cell_classes.png
Fill, decap, tap and diode cells in grey.
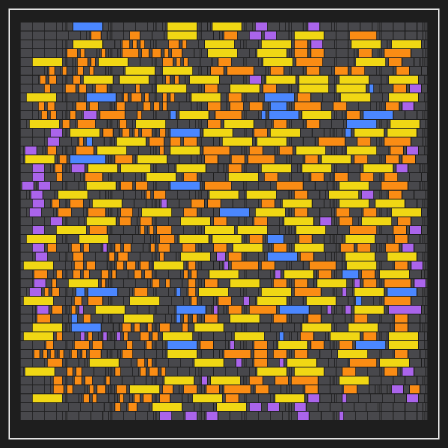
zoom.png
Bar = 20 um. Window x 8 to 58, y 8 to 58 um. Cells in grey, sequential cells in the stronger grey; small squares are vias.
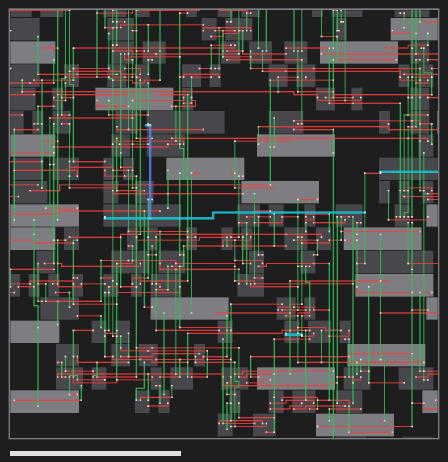
final_placement.png
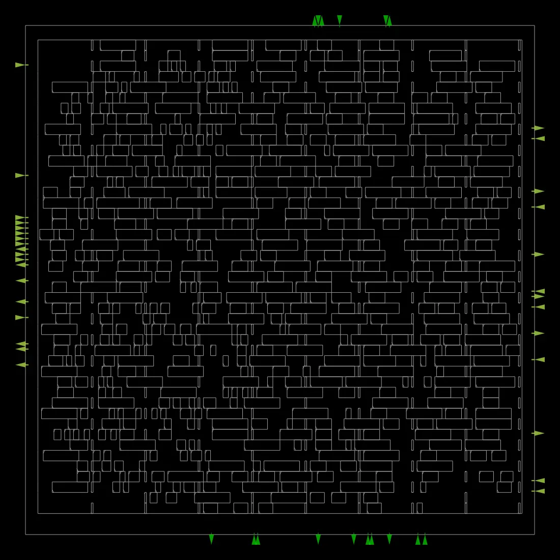
wire_density.png
Bar = 50 um. The die is cut into 26 by 26 equal tiles; black is low, pale yellow is high, scaled to the fullest tile. Values are wire area over tile area, all layers added.
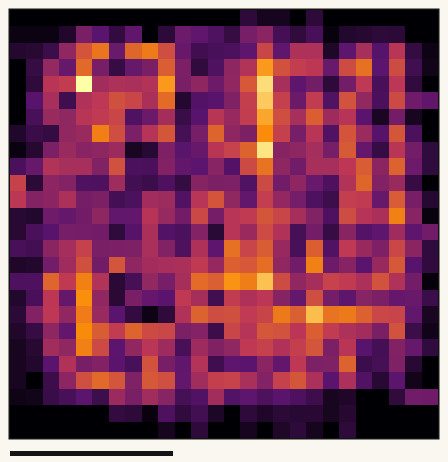
<file path="src/rtl/a2d_scan_seq_if.sv">
// Conversion handshake between the scan sequencer (master) and the A2D front end (slave).
interface a2d_scan_seq_if;
  logic        strt_cnv;
  logic [2:0]  chnnl;
  logic        cnv_cmplt;
  logic [11:0] res;

  modport master (output strt_cnv, output chnnl, input cnv_cmplt, input res);
  modport slave  (input strt_cnv, input chnnl, output cnv_cmplt, output res);
endinterface

</file>
<file path="src/rtl/a2d_scan_seq.sv">
// Periodic A2D channel scanner: walks the latched channel mask and stores each result in an 8-entry table.
// Define A2D_AVG_EN to store a running average (3*old + new)/4 instead of the raw result.
module a2d_scan_seq #(
  parameter int PERIOD  = 50000,
  parameter int TIMEOUT = 1023
) (
  input  logic           clk,
  input  logic           rst,
  input  logic           en,
  input  logic [7:0]     chnl_mask,
  a2d_scan_seq_if.master a2d,
  input  logic [2:0]     rd_sel,
  output logic [11:0]    rd_res,
  output logic           busy,
  output logic           scan_done,
  output logic           overrun,
  output logic           tmo_err
);

  localparam int TW = (TIMEOUT > 1) ? $clog2(TIMEOUT) : 1;

  typedef enum logic [2:0] {IDLE, SEEK, START, CONV, STORE, DONE} state_t;

  state_t        state, state_d;
  logic [15:0]   per_cnt;
  logic          tick;
  logic [7:0]    mask_q;
  logic [2:0]    idx;
  logic [2:0]    chnnl_q;
  logic [TW-1:0] tmo_cnt;
  logic          scan_start, idx_step, do_store, tmo_hit;
  logic [11:0]   res_tbl [8];
  logic [11:0]   store_val;

  assign tick      = en && (per_cnt == 16'(PERIOD - 1));
  assign busy      = (state != IDLE);
  assign scan_done = (state == DONE);
  assign a2d.strt_cnv = (state == START);
  assign a2d.chnnl    = chnnl_q;
  assign rd_res    = res_tbl[rd_sel];

  // A timed-out channel leaves the sequencer exactly as a stored one would, minus the write.
  always_comb begin
    state_d    = state;
    scan_start = 1'b0;
    idx_step   = 1'b0;
    do_store   = 1'b0;
    tmo_hit    = 1'b0;
    case (state)
      IDLE: begin
        if (tick && chnl_mask != 8'h00) begin
          state_d    = SEEK;
          scan_start = 1'b1;
        end
      end
      SEEK: begin
        if (!en)                 state_d = IDLE;
        else if (mask_q[idx])    state_d = START;
        else if (idx == 3'd7)    state_d = DONE;
        else                     idx_step = 1'b1;
      end
      START: state_d = CONV;
      CONV: begin
        if (a2d.cnv_cmplt) begin
          state_d = STORE;
        end else if (tmo_cnt == TW'(TIMEOUT - 1)) begin
          tmo_hit = 1'b1;
          if (!en)               state_d = IDLE;
          else if (idx == 3'd7)  state_d = DONE;
          else begin
            state_d  = SEEK;
            idx_step = 1'b1;
          end
        end
      end
      STORE: begin
        do_store = 1'b1;
        if (!en)                 state_d = IDLE;
        else if (idx == 3'd7)    state_d = DONE;
        else begin
          state_d  = SEEK;
          idx_step = 1'b1;
        end
      end
      DONE:    state_d = IDLE;
      default: state_d = IDLE;
    endcase
  end

  always_ff @(posedge clk or posedge rst) begin
    if (rst) begin
      state   <= IDLE;
      per_cnt <= '0;
      mask_q  <= '0;
      idx     <= '0;
      chnnl_q <= '0;
      tmo_cnt <= '0;
      overrun <= 1'b0;
      tmo_err <= 1'b0;
    end else begin
      state <= state_d;
      if (!en || tick) per_cnt <= '0;
      else             per_cnt <= per_cnt + 16'd1;
      if (scan_start) begin
        mask_q <= chnl_mask;
        idx    <= '0;
      end else if (idx_step) begin
        idx <= idx + 3'd1;
      end
      if (state == SEEK && state_d == START) chnnl_q <= idx;
      if (state == START)     tmo_cnt <= '0;
      else if (state == CONV) tmo_cnt <= tmo_cnt + TW'(1);
      if (tick && busy) overrun <= 1'b1;
      if (tmo_hit)      tmo_err <= 1'b1;
    end
  end

`ifdef A2D_AVG_EN
  // First sample per channel seeds the average so it does not ramp up from zero.
  logic [7:0]  valid;
  logic [13:0] avg_sum;

  assign avg_sum   = 14'd3 * {2'b00, res_tbl[idx]} + {2'b00, a2d.res};
  assign store_val = valid[idx] ? avg_sum[13:2] : a2d.res;

  always_ff @(posedge clk or posedge rst) begin
    if (rst)           valid <= '0;
    else if (do_store) valid[idx] <= 1'b1;
  end
`else
  assign store_val = a2d.res;
`endif

  always_ff @(posedge clk or posedge rst) begin
    if (rst) begin
      for (int i = 0; i < 8; i++) res_tbl[i] <= '0;
    end else if (do_store) begin
      res_tbl[idx] <= store_val;
    end
  end

endmodule

</file>
<file path="src/flat_wrapper.sv">
// flat-port wrapper written by rule: the top's interface ports become plain ports
module a2d_scan_seq_flat 
#(
  parameter int PERIOD  = 50000,
  parameter int TIMEOUT = 1023
)
  (clk, rst, en, chnl_mask, rd_sel, rd_res, busy, scan_done, overrun, tmo_err, a2d_strt_cnv, a2d_chnnl, a2d_cnv_cmplt, a2d_res);
  a2d_scan_seq_if a2d_i ();
  input  logic clk;
  input  logic rst;
  input  logic en;
  input  logic [7:0] chnl_mask;
  input  logic [2:0] rd_sel;
  output logic [11:0] rd_res;
  output logic busy;
  output logic scan_done;
  output logic overrun;
  output logic tmo_err;
  output wire logic [$bits(a2d_i.strt_cnv)-1:0] a2d_strt_cnv;
  output wire logic [$bits(a2d_i.chnnl)-1:0] a2d_chnnl;
  input wire logic [$bits(a2d_i.cnv_cmplt)-1:0] a2d_cnv_cmplt;
  input wire logic [$bits(a2d_i.res)-1:0] a2d_res;
  assign a2d_strt_cnv = a2d_i.strt_cnv;
  assign a2d_chnnl = a2d_i.chnnl;
  assign a2d_i.cnv_cmplt = a2d_cnv_cmplt;
  assign a2d_i.res = a2d_res;
  a2d_scan_seq #(.PERIOD(PERIOD), .TIMEOUT(TIMEOUT)) u_core (.clk(clk), .rst(rst), .en(en), .chnl_mask(chnl_mask), .a2d(a2d_i), .rd_sel(rd_sel), .rd_res(rd_res), .busy(busy), .scan_done(scan_done), .overrun(overrun), .tmo_err(tmo_err));
endmodule
</file>
<file path="config.mk">
export PLATFORM = sky130hd
export DESIGN_NAME = a2d_scan_seq_flat
export DESIGN_NICKNAME = d
export VERILOG_FILES = /design/src/rtl/a2d_scan_seq_if.sv /design/src/rtl/a2d_scan_seq.sv /design/src/flat_wrapper.sv
export SDC_FILE = /design/constraint.sdc
export NUM_CORES = 1
export LEC_CHECK = 0
export ABC_CLOCK_PERIOD_IN_PS = 4700
export CAP_MARGIN = 5
export CELL_PAD_IN_SITES_DETAIL_PLACEMENT = 1
export CELL_PAD_IN_SITES_GLOBAL_PLACEMENT = 2
export CORE_MARGIN = 3
export CORE_UTILIZATION = 42
export DETAILED_ROUTE_END_ITERATION = 6
export GPL_TIMING_DRIVEN = 0
export PLACE_DENSITY_LB_ADDON = 0.1
export SYNTH_ARGS = -nofsm -noshare
export SYNTH_HDL_FRONTEND = slang
export SYNTH_SLANG_ARGS = --single-unit
</file>
<file path="constraint.sdc">
create_clock -name clk -period 4.7 [get_ports clk]
set_clock_uncertainty 0.1 [all_clocks]
set_input_delay 0.47 -clock clk [delete_from_list [all_inputs] [get_ports clk]]
set_output_delay 0.47 -clock clk [all_outputs]
set_load 0.05 [all_outputs]
</file>
==> flow_summary.yaml <==
# implementation run metrics
outcome:
  status: "completed"
grt:
  antenna_found_initial: 0
  grt_max_degree: 84
  grt_overflow: 0
  grt_pass1_wl_um: 25300
  grt_pass1_vias: 4617
route:
  drtIter0Drc: 152
  drt-wirelength-per-cell_um: 19.6
  ant_nets: 0
  via_per_inst: 5.34
  dr.pass1.iters: 4
  drt_drc_violations_left: 0
place:
  routabilityCongestion: 0.738
  place_area_sq_mm: 0.00736
  dp_cells: 735
  port_buffers: 44
  post-place-ws_ps: 1220
  hpwl_um: 9840
final_timing:
  timing.fmax_mhz: 293
  rsz0062_at_grt: "false"
  finalHoldViolations: 0
  max_slew_margin_pct: 43.6
  tightest_slew_ps: 847
  drv_slew: 0
  fin_tns_setup_ps: 0
  period_minus_slack_ps: 3410
  hold_ws_ps: 360
  setup_ws_ps: 1290
  finalClockPeriodUsage_pct: 72.6
synth:
  synthesis.nets: 511
  avgSynthCellArea_sq_um: 13.8
  yosysWarningCount: 0
  ys_async_sr_fraction_pct: 100
  ys_cells: 479
  postSynthSeqShare_pct: 53.3
  yosys_most_used_dff: "dfrtp_1"
  ys_types: 47
  syn_inst: 479
  ys.flops: 141
  ys_chip_area_sq_mm: 0.00662
setup_path:
  cp_max_fo: 10
  worstSetupStartpointType: "input port"
  cp.depth: 5
  cp.required_ps: 4130
  critPathTopFamily: "buffers and inverters"
  critical_path_buf_inv_count: 3
  cp_slowest_cell: "clkdlybuf4s50_1"
  reg2reg_depth: 6
  cp_cell_sequence: "clkbuf_1 -> buf_2 -> mux4_2 -> mux2_2 -> clkdlybuf4s50_1"
  path_class: "input port to output pin"
  cp.arrival_ps: 2840
clock_network:
  clkSinkCount: 141
  cts_resized: 0
  htree_levels: 4
  hold_buffers: 0
  clkLatencyLatePin_ps: 420
  cts_tree: "yes"
  cts_buffer_depth: 2
  cts-buffers-inserted: 17
  path_clk_slew_ps: 50
layout:
  drive_above_1_share_pct: 33.8
  logic_area_sq_mm: 0.00296
  area_delta_synth_final_pct: 19.4
  layout.nets: 575
  lay_top_count: "dfrtp_1"
  design_area_sq_mm: 0.00791
  final_cell_mix: "141 x dfrtp_1, 113 x mux2_2, 44 x clkdlybuf4s50_1"
  diodes: 0
  ff_latch_area_sq_mm: 0.00353
floorplan:
  die_area_sq_mm: 0.0173
  initial_core_util_pct: 43.3
  die_height_um: 132
  io_pins: 47
  die_w_um: 132
pwr:
  ir_drop_mv: 0.351
  p_leak_nw: 3.45
  p_total_mw: 4.40
hold_path:
  hold_class: "flip-flop to flip-flop"
  min_path_cells: 1
flow_run:
  tool_warnings: 27
About cell_classes.png:
| class | colour | cells |
|---|---|---|
| all other logic | orange | 315 |
| flip-flops | yellow | 141 |
| clock drivers and dummy loads | blue | 32 |
| other buffers and delay cells | purple | 68 |
Std-Cell Rows: 45
Core Box Area: 0.0153 sq mm

About zoom.png:
| layer | colour |
|---|---|
| met2 | green |
| met1 | red |
| met4 | blue |
| met3 | cyan |
cells with their middle in the window: 122
most frequent: dfrtp_1 (18), nand2_1 (17), nand3_1 (8)
netlist names of flops here include: u_core.tmo_cnt (10), u_core.a2d.chnnl (3), u_core.res_tbl (2)
sequential cells in the window: 18

About final_placement.png:
fin cells: 767
Final Util: 51.6%
Fillers: 1537

About wire_density.png:
mean over tiles: 0.13
fullest tile: 0.42
densest ninth of the die: centre
nearly empty tiles: 10%
final WL: 15100 um
Via Count: 4097

## kinds of logic (layout without fill, tap and decap cells)
kind of cell,count (synthesis),count (layout),share of synthesized area (%)
multiplexers,151,151,29.9
flip-flops,141,141,53.3
AND/OR/NAND/NOR,106,106,8.75
AND-OR/OR-AND,36,36,3.59
buffers and inverters,29,106,2.06
XOR/XNOR,11,11,1.45
adder cells (fa/ha/maj),5,5,0.944
## where the power goes
part | total [mW] | switching, mW | internal, mW
registers | 1.84 | 0.226 | 1.62
logic | 1.31 | 0.633 | 0.676
clock network | 1.25 | 0.481 | 0.765
## sequential cells by signal, indices dropped and copies added (netlist names)
| register | count |
|---|---|
| u_core.a2d.chnnl | 3 |
| u_core.idx | 3 |
| u_core.overrun | 1 |
| u_core.mask_q | 8 |
| u_core.per_cnt | 16 |
| u_core.state | 3 |
| u_core.res_tbl | 96 |
| u_core.tmo_err | 1 |
| u_core.tmo_cnt | 10 |
## synth_stat cells, drive strengths merged (2+ instances only)
| master | count | area [sq um] |
|---|---|---|
| dfrtp | 141 | 3530 |
| mux2 | 119 | 1360 |
| nand2 | 27 | 106 |
| mux4 | 24 | 541 |
| nor2 | 20 | 75.1 |
| buf | 14 | 80.1 |
| nand3 | 12 | 60.1 |
| o21ai | 11 | 55.1 |
| clkbuf | 9 | 33.8 |
| xor2 | 9 | 78.8 |
| mux2i | 8 | 80.1 |
| a22o | 7 | 61.3 |
| nand4 | 7 | 43.8 |
| a21oi | 6 | 30.0 |
| inv | 6 | 22.5 |
| a21o | 5 | 37.5 |
| ha | 5 | 62.6 |
| nor3 | 5 | 25.0 |
| or3 | 5 | 31.3 |
| and2 | 4 | 25.0 |
| nor2b | 4 | 25.0 |
| nor4 | 4 | 40.0 |
| or4 | 4 | 30.0 |
| nand2b | 3 | 18.8 |
| a22oi | 2 | 15.0 |
| and3 | 2 | 13.8 |
| nand3b | 2 | 15.0 |
| nor3b | 2 | 20.0 |
| or4b | 2 | 23.8 |
| xnor2 | 2 | 17.5 |
## final cells by class
cell class	count	area share [%]
Tap cell	211	3.34
Sequential cell	141	44.6
Multi-Input combinational cell	309	37.4
Clock inverter	7	0.791
Buffer	23	1.44
Inverter	6	0.348
Clock buffer	25	6.14
Timing Repair Buffer	45	5.92
## final timing paths
kind                                           end               from  slack, ps
worst max-delay path                     rd_res[2]          rd_sel[0]       1290
worst min-delay path             u_core.per_cnt[0]  u_core.per_cnt[0]        360
worst max register to register  u_core.res_tbl[21]    u_core.state[0]       2250
worst min register to register   u_core.per_cnt[0]  u_core.per_cnt[0]        360
max in group asynchronous        u_core.per_cnt[1]                rst       3240
min in group asynchronous       u_core.res_tbl[93]                rst        500
## worst reg2reg max path: stages, from the launching register on
cell      delay (ps)
dfrtp_1          350
clkbuf_1         200
nor3b_2          500
nor2b_1          310
and2_1           230
buf_4            260
mux2_2           370
## routing by layer
metal	global-route usage, %	share of wire (%)
met5	0	0
met4	5.54	1.5
met3	4.56	2.9
met2	31.3	50
met1	24.2	45
No activity file was given, so power comes from the tool's default toggle rates.
